`config.mk`:
```
export PLATFORM = sky130hd
export DESIGN_NAME = dvs_aer_transmitter_flat
export DESIGN_NICKNAME = d
export VERILOG_FILES = /design/src/rtl/dvs_ravens_pkg.sv /design/src/rtl/dvs_aer_transmitter_if.sv /design/src/rtl/sync_2ff.sv /design/src/rtl/dvs_aer_transmitter.sv /design/src/flat_wrapper.sv
export SDC_FILE = /design/constraint.sdc
export NUM_CORES = 1
export LEC_CHECK = 0
export CAP_MARGIN = 20
export CORE_AREA = 2 2 113 115
export CTS_CLUSTER_SIZE = 12
export DETAILED_ROUTE_END_ITERATION = 12
export DIE_AREA = 0 0 115 117
export GPL_TIMING_DRIVEN = 0
export SLEW_MARGIN = 20
export SYNTH_ARGS = -nofsm -noshare
export SYNTH_HDL_FRONTEND = slang
export SYNTH_SLANG_ARGS = --single-unit
```
`constraint.sdc`:
```
create_clock -name clk -period 3.72 [get_ports clk]
set_input_delay 0.744 -clock clk [delete_from_list [all_inputs] [get_ports clk]]
set_output_delay 0.744 -clock clk [all_outputs]
set_load 0.02 [all_outputs]
```
`src/rtl/dvs_ravens_pkg.sv`:
```
// Shared DVS event layout and AER word helpers, used by the AER
// transmitter and receiver.
package dvs_ravens_pkg;

    localparam int DVS_X_ADDR_BITS = 9;
    localparam int DVS_Y_ADDR_BITS = 10;
    localparam int DVS_TS_BITS     = 16;
    localparam int AER_BITS        = 10;
    localparam int EVENT_BITS      = DVS_X_ADDR_BITS + DVS_Y_ADDR_BITS + 1 + DVS_TS_BITS;

    // First member sits in the MSBs of the FIFO word.
    typedef struct packed {
        logic [DVS_X_ADDR_BITS-1:0] x;
        logic [DVS_Y_ADDR_BITS-1:0] y;
        logic                       polarity;
        logic [DVS_TS_BITS-1:0]     timestamp;
    } dvs_event_t;

    function automatic logic [AER_BITS-1:0] aer_y_word(input logic [DVS_Y_ADDR_BITS-1:0] y);
        return AER_BITS'(y);
    endfunction

    function automatic logic [AER_BITS-1:0] aer_x_word(input logic [DVS_X_ADDR_BITS-1:0] x,
                                                       input logic                       pol);
        return {(AER_BITS-1)'(x), pol};
    endfunction

endpackage

```
`src/rtl/dvs_aer_transmitter_if.sv`:
```
// FIFO read port plus AER bus of the DVS transmitter.
// valid/ready: fifo_rd_en is a one-cycle read pulse, data follows one cycle
// later; on the AER side req/ack run a 4-phase handshake, aer/xsel stable while req=1.
interface dvs_aer_transmitter_if;
    import dvs_ravens_pkg::*;

    logic                  fifo_empty;
    logic                  fifo_rd_en;
    logic [EVENT_BITS-1:0] fifo_rd_data;
    logic [AER_BITS-1:0]   aer;
    logic                  xsel;
    logic                  req;
    logic                  ack;

    modport master (
        input  fifo_empty, fifo_rd_data, ack,
        output fifo_rd_en, aer, xsel, req
    );

    modport slave (
        output fifo_empty, fifo_rd_data, ack,
        input  fifo_rd_en, aer, xsel, req
    );

endinterface

```
`src/rtl/sync_2ff.sv`:
```
// Two-flop synchronizer for a single asynchronous level.
module sync_2ff (
    input  logic clk,
    input  logic rst,
    input  logic d,
    output logic q
);

    logic meta_q, meta_d;
    logic sync_q, sync_d;

    always_comb begin
        meta_d = d;
        sync_d = meta_q;
    end

    always_ff @(posedge clk or posedge rst) begin
        if (rst) begin
            meta_q <= 1'b0;
            sync_q <= 1'b0;
        end else begin
            meta_q <= meta_d;
            sync_q <= sync_d;
        end
    end

    assign q = sync_q;

endmodule

```
`src/rtl/dvs_aer_transmitter.sv`:
```
// Reads DVS events from a FIFO and sends each as a Y word (skippable under
// row compression) followed by an X/polarity word over a 4-phase AER bus.
module dvs_aer_transmitter
    import dvs_ravens_pkg::*;
#(
    parameter int SETUP_CYCLES       = 2,
    parameter int ACK_TIMEOUT_CYCLES = 1024
) (
    input  logic                         clk,
    input  logic                         rst,
    dvs_aer_transmitter_if.master        bus,
    input  logic                         row_compress,
    output logic                         busy,
    output logic                         ack_timeout_err,
    output logic [2:0]                   dbg_state
);

    // IDLE is encoded as zero so dbg_state reads 0 when quiescent.
    typedef enum logic [2:0] {
        IDLE    = 3'd0,
        READ    = 3'd1,
        CAPTURE = 3'd2,
        SETUP   = 3'd3,
        REQ_HI  = 3'd4,
        REQ_LO  = 3'd5
    } state_e;

    localparam int SETUP_W = (SETUP_CYCLES > 1) ? $clog2(SETUP_CYCLES) : 1;
    localparam int TMO_W   = (ACK_TIMEOUT_CYCLES > 1) ? $clog2(ACK_TIMEOUT_CYCLES) : 1;
    localparam logic [SETUP_W-1:0] SETUP_LAST = SETUP_W'(SETUP_CYCLES - 1);
    localparam logic [TMO_W-1:0]   TMO_LAST   = TMO_W'(ACK_TIMEOUT_CYCLES - 1);

    state_e                     state_q, state_d;
    logic                       fifo_rd_en_q, fifo_rd_en_d;
    logic                       req_q, req_d;
    logic [AER_BITS-1:0]        aer_q, aer_d;
    logic                       xsel_q, xsel_d;
    logic                       busy_q, busy_d;
    logic                       err_q, err_d;
    logic                       row_valid_q, row_valid_d;
    logic [DVS_Y_ADDR_BITS-1:0] last_y_q, last_y_d;
    logic [DVS_X_ADDR_BITS-1:0] x_q, x_d;
    logic [DVS_Y_ADDR_BITS-1:0] y_q, y_d;
    logic                       pol_q, pol_d;
    logic [SETUP_W-1:0]         setup_cnt_q, setup_cnt_d;
    logic [TMO_W-1:0]           tmo_cnt_q, tmo_cnt_d;

    logic       ack_s;
    dvs_event_t rd_ev;
    logic       unused_ts;

    sync_2ff u_ack_sync (
        .clk (clk),
        .rst (rst),
        .d   (bus.ack),
        .q   (ack_s)
    );

    assign rd_ev     = dvs_event_t'(bus.fifo_rd_data);
    // The timestamp does not travel over AER.
    assign unused_ts = ^rd_ev.timestamp;

    always_comb begin
        state_d      = state_q;
        fifo_rd_en_d = 1'b0;
        req_d        = req_q;
        aer_d        = aer_q;
        xsel_d       = xsel_q;
        busy_d       = busy_q;
        err_d        = err_q;
        row_valid_d  = row_valid_q;
        last_y_d     = last_y_q;
        x_d          = x_q;
        y_d          = y_q;
        pol_d        = pol_q;
        setup_cnt_d  = setup_cnt_q;
        tmo_cnt_d    = tmo_cnt_q;

        case (state_q)
            IDLE: begin
                if (!bus.fifo_empty) begin
                    state_d      = READ;
                    fifo_rd_en_d = 1'b1;
                    busy_d       = 1'b1;
                end
            end

            READ: begin
                state_d = CAPTURE;
            end

            CAPTURE: begin
                x_d         = rd_ev.x;
                y_d         = rd_ev.y;
                pol_d       = rd_ev.polarity;
                setup_cnt_d = '0;
                state_d     = SETUP;
                if (row_compress && row_valid_q && (rd_ev.y == last_y_q)) begin
                    aer_d  = aer_x_word(rd_ev.x, rd_ev.polarity);
                    xsel_d = 1'b1;
                end else begin
                    aer_d  = aer_y_word(rd_ev.y);
                    xsel_d = 1'b0;
                end
            end

            SETUP: begin
                // A stale ack from the previous word holds us here.
                if (setup_cnt_q == SETUP_LAST) begin
                    if (!ack_s) begin
                        state_d   = REQ_HI;
                        req_d     = 1'b1;
                        tmo_cnt_d = '0;
                    end
                end else begin
                    setup_cnt_d = setup_cnt_q + SETUP_W'(1);
                end
            end

            REQ_HI: begin
                if (ack_s) begin
                    state_d   = REQ_LO;
                    req_d     = 1'b0;
                    tmo_cnt_d = '0;
                end else if (tmo_cnt_q == TMO_LAST) begin
                    state_d     = IDLE;
                    req_d       = 1'b0;
                    busy_d      = 1'b0;
                    err_d       = 1'b1;
                    row_valid_d = 1'b0;
                end else begin
                    tmo_cnt_d = tmo_cnt_q + TMO_W'(1);
                end
            end

            REQ_LO: begin
                if (!ack_s) begin
                    if (!xsel_q) begin
                        last_y_d    = y_q;
                        row_valid_d = 1'b1;
                        aer_d       = aer_x_word(x_q, pol_q);
                        xsel_d      = 1'b1;
                        setup_cnt_d = '0;
                        state_d     = SETUP;
                    end else begin
                        state_d = IDLE;
                        busy_d  = 1'b0;
                    end
                end else if (tmo_cnt_q == TMO_LAST) begin
                    state_d     = IDLE;
                    busy_d      = 1'b0;
                    err_d       = 1'b1;
                    row_valid_d = 1'b0;
                end else begin
                    tmo_cnt_d = tmo_cnt_q + TMO_W'(1);
                end
            end

            default: begin
                state_d = IDLE;
                req_d   = 1'b0;
                busy_d  = 1'b0;
            end
        endcase
    end

    always_ff @(posedge clk or posedge rst) begin
        if (rst) begin
            state_q      <= IDLE;
            fifo_rd_en_q <= 1'b0;
            req_q        <= 1'b0;
            aer_q        <= '0;
            xsel_q       <= 1'b0;
            busy_q       <= 1'b0;
            err_q        <= 1'b0;
            row_valid_q  <= 1'b0;
            last_y_q     <= '0;
            x_q          <= '0;
            y_q          <= '0;
            pol_q        <= 1'b0;
            setup_cnt_q  <= '0;
            tmo_cnt_q    <= '0;
        end else begin
            state_q      <= state_d;
            fifo_rd_en_q <= fifo_rd_en_d;
            req_q        <= req_d;
            aer_q        <= aer_d;
            xsel_q       <= xsel_d;
            busy_q       <= busy_d;
            err_q        <= err_d;
            row_valid_q  <= row_valid_d;
            last_y_q     <= last_y_d;
            x_q          <= x_d;
            y_q          <= y_d;
            pol_q        <= pol_d;
            setup_cnt_q  <= setup_cnt_d;
            tmo_cnt_q    <= tmo_cnt_d;
        end
    end

    assign bus.fifo_rd_en  = fifo_rd_en_q;
    assign bus.req         = req_q;
    assign bus.aer         = aer_q;
    assign bus.xsel        = xsel_q;
    assign busy            = busy_q;
    assign ack_timeout_err = err_q;
    assign dbg_state       = state_q;

    a_req_only_in_req_hi : assert property (@(posedge clk) disable iff (rst)
        req_q |-> (state_q == REQ_HI));
    a_word_stable_under_req : assert property (@(posedge clk) disable iff (rst)
        req_q |-> ($stable(aer_q) && $stable(xsel_q)));

endmodule

```
`src/flat_wrapper.sv`:
```
// flat-port wrapper written by rule: the top's interface ports become plain ports
module dvs_aer_transmitter_flat import dvs_ravens_pkg::*;
#(
    parameter int SETUP_CYCLES       = 2,
    parameter int ACK_TIMEOUT_CYCLES = 1024
)
  (clk, rst, row_compress, busy, ack_timeout_err, dbg_state, bus_fifo_empty, bus_fifo_rd_data, bus_ack, bus_fifo_rd_en, bus_aer, bus_xsel, bus_req);
  dvs_aer_transmitter_if bus_i ();
  input  logic clk;
  input  logic rst;
  input  logic row_compress;
  output logic busy;
  output logic ack_timeout_err;
  output logic [2:0] dbg_state;
  input wire logic [$bits(bus_i.fifo_empty)-1:0] bus_fifo_empty;
  input wire logic [$bits(bus_i.fifo_rd_data)-1:0] bus_fifo_rd_data;
  input wire logic [$bits(bus_i.ack)-1:0] bus_ack;
  output wire logic [$bits(bus_i.fifo_rd_en)-1:0] bus_fifo_rd_en;
  output wire logic [$bits(bus_i.aer)-1:0] bus_aer;
  output wire logic [$bits(bus_i.xsel)-1:0] bus_xsel;
  output wire logic [$bits(bus_i.req)-1:0] bus_req;
  assign bus_i.fifo_empty = bus_fifo_empty;
  assign bus_i.fifo_rd_data = bus_fifo_rd_data;
  assign bus_i.ack = bus_ack;
  assign bus_fifo_rd_en = bus_i.fifo_rd_en;
  assign bus_aer = bus_i.aer;
  assign bus_xsel = bus_i.xsel;
  assign bus_req = bus_i.req;
  dvs_aer_transmitter #(.SETUP_CYCLES(SETUP_CYCLES), .ACK_TIMEOUT_CYCLES(ACK_TIMEOUT_CYCLES)) u_core (.clk(clk), .rst(rst), .bus(bus_i), .row_compress(row_compress), .busy(busy), .ack_timeout_err(ack_timeout_err), .dbg_state(dbg_state));
endmodule
```
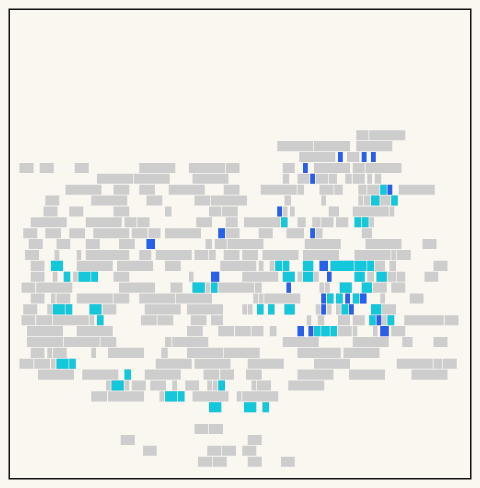
*Logic cells by family, run 1*
Drawn at 4 px/µm.
legend:
  cyan:
    family: aoi and oai cells
    cells: 51
  blue:
    family: nor cells
    cells: 23
    most_used: nor2_1
most instantiated logic cell after routing: dfrtp_1
Comb/total area: 0.3414
fin cells: 483

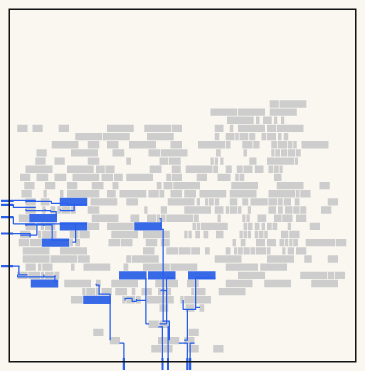
*Port wiring, run 1*
Drawn at 3 px/µm.
legend:
  blue:
    port: bus_aer
    bits: 10
    direction: output
    end_cells: 10
    wire: 353 µm

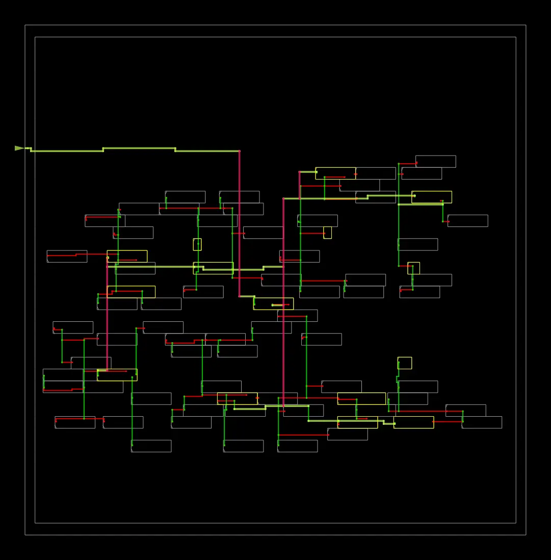
*Clock routing, run 1*
Clock net power: 0.877 mW
Inserted Clock Buffers: 9
clock buffer count: 9
Setup Skew: 0.008015 ns
CTS sink cnt: 62

==> flow_metrics.tcl, run 1 <==
# yosys + openroad results
set metrics [dict create \
    status "finished clean" \
    ys_area_um2 2987 \
    setup_viol 0 \
    grt_pass1_vias 2342 \
    drv_cap 0 \
    layout.cells.most_common_list "dfrtp_1, clkdlybuf4s50_1, nand2_1" \
    cts_max_level 3 \
    dpl.hpwl_um 5233 \
    cp-end-kind "register" \
    required_ns 3.89 \
    portBuffers 42 \
    dp_cells 468 \
    ir_drop_mv 0.4014 \
    core.rowCount 41 \
    detail-route-antenna-nets 0 \
    ys.warnings.count 0 \
    finalMaxSlewViolations 0 \
    cts_tree "yes" \
    maxSlewHeadroom 0.3406 \
    worstPathArrival_ns 2.46 \
    ff_type "dfrtp_1" \
    layout-drive-gt1-share 0.1622 \
    flop_area_um2 1551 \
    period_needed_ns 2.291 \
    grt_max_degree 52 \
    synth.distinct_cells 41 \
    antenna_found_initial 0 \
    chip_area_um2 13460 \
    cts_resized 0 \
    path_class "input port to register" \
    fp_nets 317 \
    wl_um 7306 \
    clockRootBuffer "clkbuf_16" \
    path_max_fanout 10 \
    timing.setup.tns_ns 0 \
    gp_congestion 0.8093 \
    tightest_slew_ns 0.9806 \
    most_common_cell "dfrtp_1" \
    fmax_mhz 436.5 \
    syn_inst 275 \
    comb_area_um2 1344 \
    final_nets 371 \
    io_pins 59 \
    tool_warnings 42 \
    synth.cell_area_um2 2987 \
    overflow 0 \
    yosys.area.top_type "dfrtp_1" \
    common_cells "dfrtp_1, nand2_1, mux2_2" \
    synth_async_sr_flop_share 1.000 \
]
run 1: per-layer routing:
layer,up-vias,part of all wire,track usage
met4,0,0.020,0.04739
li1,1104,-,-
met5,-,0,0
met1,1168,0.44,0.1478
met3,13,0.052,0.03965
met2,61,0.49,0.1910
run 1: kinds of logic (layout without fill, tap and decap cells):
family,Yosys count,after routing,share of synthesized area
simple gates,78,78,0.1211
flops,62,62,0.5195
compound gates,56,56,0.1278
mux,41,41,0.1500
buf+inv,21,79,0.03058
xor+xnor,16,16,0.04692
fa+ha+maj,1,1,0.004189
run 1: area by class of cell:
| cell class | instances | share of cell area |
|---|---|---|
| clock buffer | 9 | 0.05722 |
| multi-input combinational | 192 | 0.3414 |
| sequential | 62 | 0.3942 |
| clock inverter | 6 | 0.02193 |
| inverter | 6 | 0.006357 |
| buffer | 15 | 0.01748 |
| tap | 150 | 0.04768 |
| timing repair buffer | 43 | 0.1138 |
run 1: power by group:
part	total (mW)	leakage (nW)	switching [mW]	internal, mW
Sequential	1.11	0.755	0.176	0.936
Clock	0.877	0.152	0.296	0.581
Combinational	1.14	0.803	0.598	0.543
Total	3.13	1.71	1.07	2.06
run 1: final timing paths:
kind | from | endpoint | slack, ns | depth (start not counted)
hold reg to reg | u_core.u_ack_sync.meta_q | u_core.u_ack_sync.q | 0.35 | 0
min in group asynchronous | rst | u_core.tmo_cnt_q[3] | 0.68 | 2
setup reg to reg | u_core.dbg_state[2] | u_core.y_q[6] | 1.78 | 4
setup / recovery | bus_fifo_rd_data[18] | u_core.bus.aer[9] | 1.43 | 7
max in group asynchronous | rst | u_core.x_q[7] | 2.55 | 3
hold / removal | u_core.u_ack_sync.meta_q | u_core.u_ack_sync.q | 0.35 | 0
run 1: state kept, by name (all words and copies together), names as in the netlist:
| register | count |
|---|---|
| u_core.bus.fifo_rd_en | 1 |
| u_core.y_q | 10 |
| u_core.u_ack_sync.meta_q | 1 |
| u_core.dbg_state | 3 |
| u_core.setup_cnt_q | 1 |
| u_core.pol_q | 1 |
| u_core.ack_timeout_err | 1 |
| u_core.last_y_q | 10 |
| u_core.busy | 1 |
| u_core.u_ack_sync.q | 1 |
| u_core.x_q | 9 |
| u_core.bus.req | 1 |
| u_core.row_valid_q | 1 |
| u_core.bus.aer | 10 |
| u_core.tmo_cnt_q | 10 |
| u_core.bus.xsel | 1 |
run 1: per-stage QoR:
stage,hold slack (ns),area (µm²),util,power (mW)
final,0.3518,3936,0.3197,3.129
after global routing,0.3635,3936,0.3197,3.329
after CTS,0.3532,3936,0.3197,3.165
after detailed placement,0.3412,3625,0.2944,2.269
after global placement,0.3363,3595,0.2920,2.217
after floorplan,0.3312,2987,-,1.858
run 1: critical path: cells and delay by family:
kind / cells / cell delay (ns)
AND/OR/NAND/NOR: 2 / 0.44
XOR/XNOR: 1 / 0.19
AND-OR/OR-AND: 1 / 0.13
buffers and inverters: 2 / 0.75
multiplexers: 1 / 0.19
### Sequential cells grouped by signal name, run 1

Drawn at 3 px/µm.
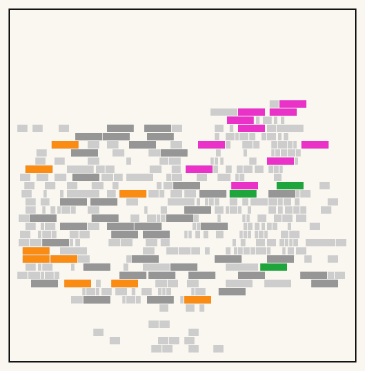

==> run 1 -> run 2 <==
clock period = 2.1 ns   (was 3.72 ns; I/O delays follow)
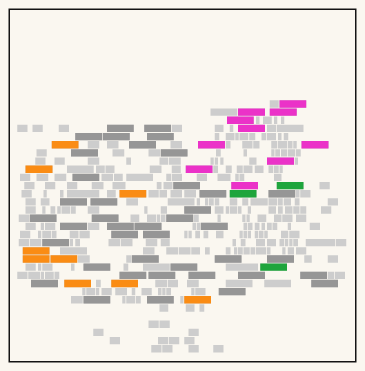
*Sequential cells grouped by signal name, run 2*
Drawn at 3 px/µm.
legend:
  magenta:
    netlist_name: u_core.tmo_cnt_q
    placed_flops: 10
  orange:
    netlist_name: u_core.x_q
    placed_flops: 9
  green:
    netlist_name: u_core.dbg_state
    placed_flops: 3
not colored: 40

==> flow_metrics.tcl, run 2 <==
# yosys + openroad results
set metrics [dict create \
    cp.depth 4 \
    overflow 0 \
    setup_viol 0 \
    clockRootBuffer "clkbuf_16" \
    core.rowCount 41 \
    wl_um 7308 \
    grt_max_degree 52 \
    grt_pass1_vias 2342 \
    dpl_cell_area_um2 3625 \
    r2r-end "u_core.y_q[6]" \
    ff_type "dfrtp_1" \
    fmax_mhz 513.9 \
    worstPathArrival_ns 2.16 \
    synth.cell_area_um2 2987 \
    ir_drop_mv 0.7110 \
    dpl.hpwl_um 5233 \
    final_cell_area_um2 3945 \
    portBuffers 42 \
    reg2reg_depth 4 \
    layout_top_cell "dfrtp_1" \
    clock_sinks 62 \
    tool_warnings 42 \
    layout.cells.most_common_list "dfrtp_1, clkdlybuf4s50_1, nand2_1" \
    ys.warnings.count 0 \
    cts_max_level 3 \
    syn_inst 275 \
    path_max_fanout 10 \
    synth_async_sr_flop_share 1.000 \
    yosys.area.top_type "dfrtp_1" \
    finalMaxSlewViolations 0 \
    tightest_slew_ns 0.9806 \
    detail-route-antenna-nets 0 \
    cts_tree "yes" \
    cp-end-kind "register" \
    numCtsBuffers 9 \
    cts_resized 0 \
    status "finished clean" \
    chip_area_um2 13460 \
    io_pins 59 \
    r2r-start "u_core.dbg_state[2]" \
    critical_path.startpoint "u_core.dbg_state[2]" \
    fp_nets 317 \
    fin_cells 483 \
    drv_cap 0 \
    maxSlewHeadroom 0.3406 \
    period_needed_ns 1.946 \
    final_nets 371 \
]
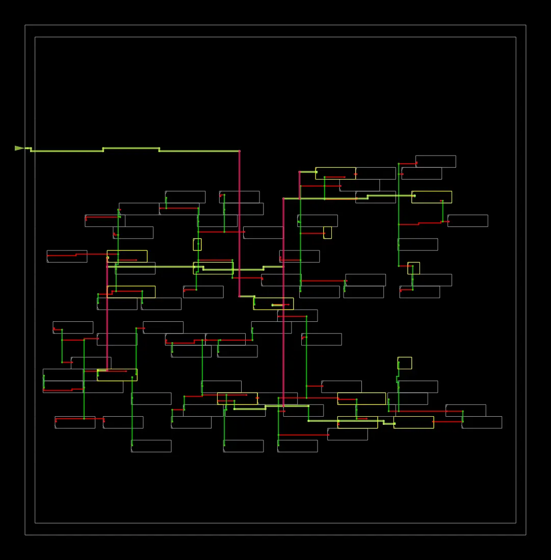
*Clock routing, run 2*
Clock net power: 1.56 mW
Setup Skew: 0.008015 ns
Seq cells: 62
clk latency late pin: 0.33 ns

## run 2: cell counts after synthesis
Identical to the previous run, type by type.
## run 2: kinds of logic (layout without fill, tap and decap cells)
kind of cell    after synthesis  after routing  synth area share
simple gates                 78             78            0.1211
flops                        62             62            0.5195
compound gates               56             56            0.1278
mux                          41             41            0.1500
buf+inv                      21             79           0.03058
xor+xnor                     16             16           0.04692
fa+ha+maj                     1              1          0.004189
## run 2: power by group
group	switching (mW)	internal, mW
Sequential	0.312	1.66
Clock	0.527	1.03
Combinational	1.07	0.963
## run 2: per-stage QoR
stage	util	hold WS (ns)	total power, mW
2_1_floorplan	-	0.3312	3.291
3_3_place_gp	0.2920	0.3363	3.928
3_5_place_dp	0.2944	0.3412	4.019
4_1_cts	0.3197	0.3532	5.607
5_1_grt	0.3204	0.3635	5.904
6_report	0.3204	0.3518	5.555
## run 2: final cells by class
class	instances	area, µm²
Fill cell	1254	8367
Sequential cell	62	1551
Multi-Input combinational cell	192	1350
Timing Repair Buffer	43	447.9
Clock buffer	9	225.2
Tap cell	150	187.7
Clock inverter	6	86.33
Buffer	15	71.32
Inverter	6	25.02
## run 2: worst min path at each step
| stage | end | slack (ns) | cells after the start |
|---|---|---|---|
| floorplan | u_core.u_ack_sync.q | 0.33 | 0 |
| global placement | u_core.u_ack_sync.q | 0.34 | 0 |
| detailed placement | u_core.u_ack_sync.q | 0.34 | 0 |
| CTS | u_core.tmo_cnt_q[3] | 0.35 | 2 |
| global route | u_core.u_ack_sync.q | 0.36 | 0 |
| finish | u_core.u_ack_sync.q | 0.35 | 0 |
## run 2: layer usage
| metal | GRT usage | vias to the layer above | wire (µm) |
|---|---|---|---|
| li1 | - | 1103 | - |
| met1 | 0.1478 | 1170 | 3252 |
| met2 | 0.1910 | 59 | 3541 |
| met3 | 0.03965 | 13 | 372 |
| met4 | 0.04739 | 0 | 143 |
| met5 | 0 | - | 0 |
Power is estimated from default activity; no workload was simulated.
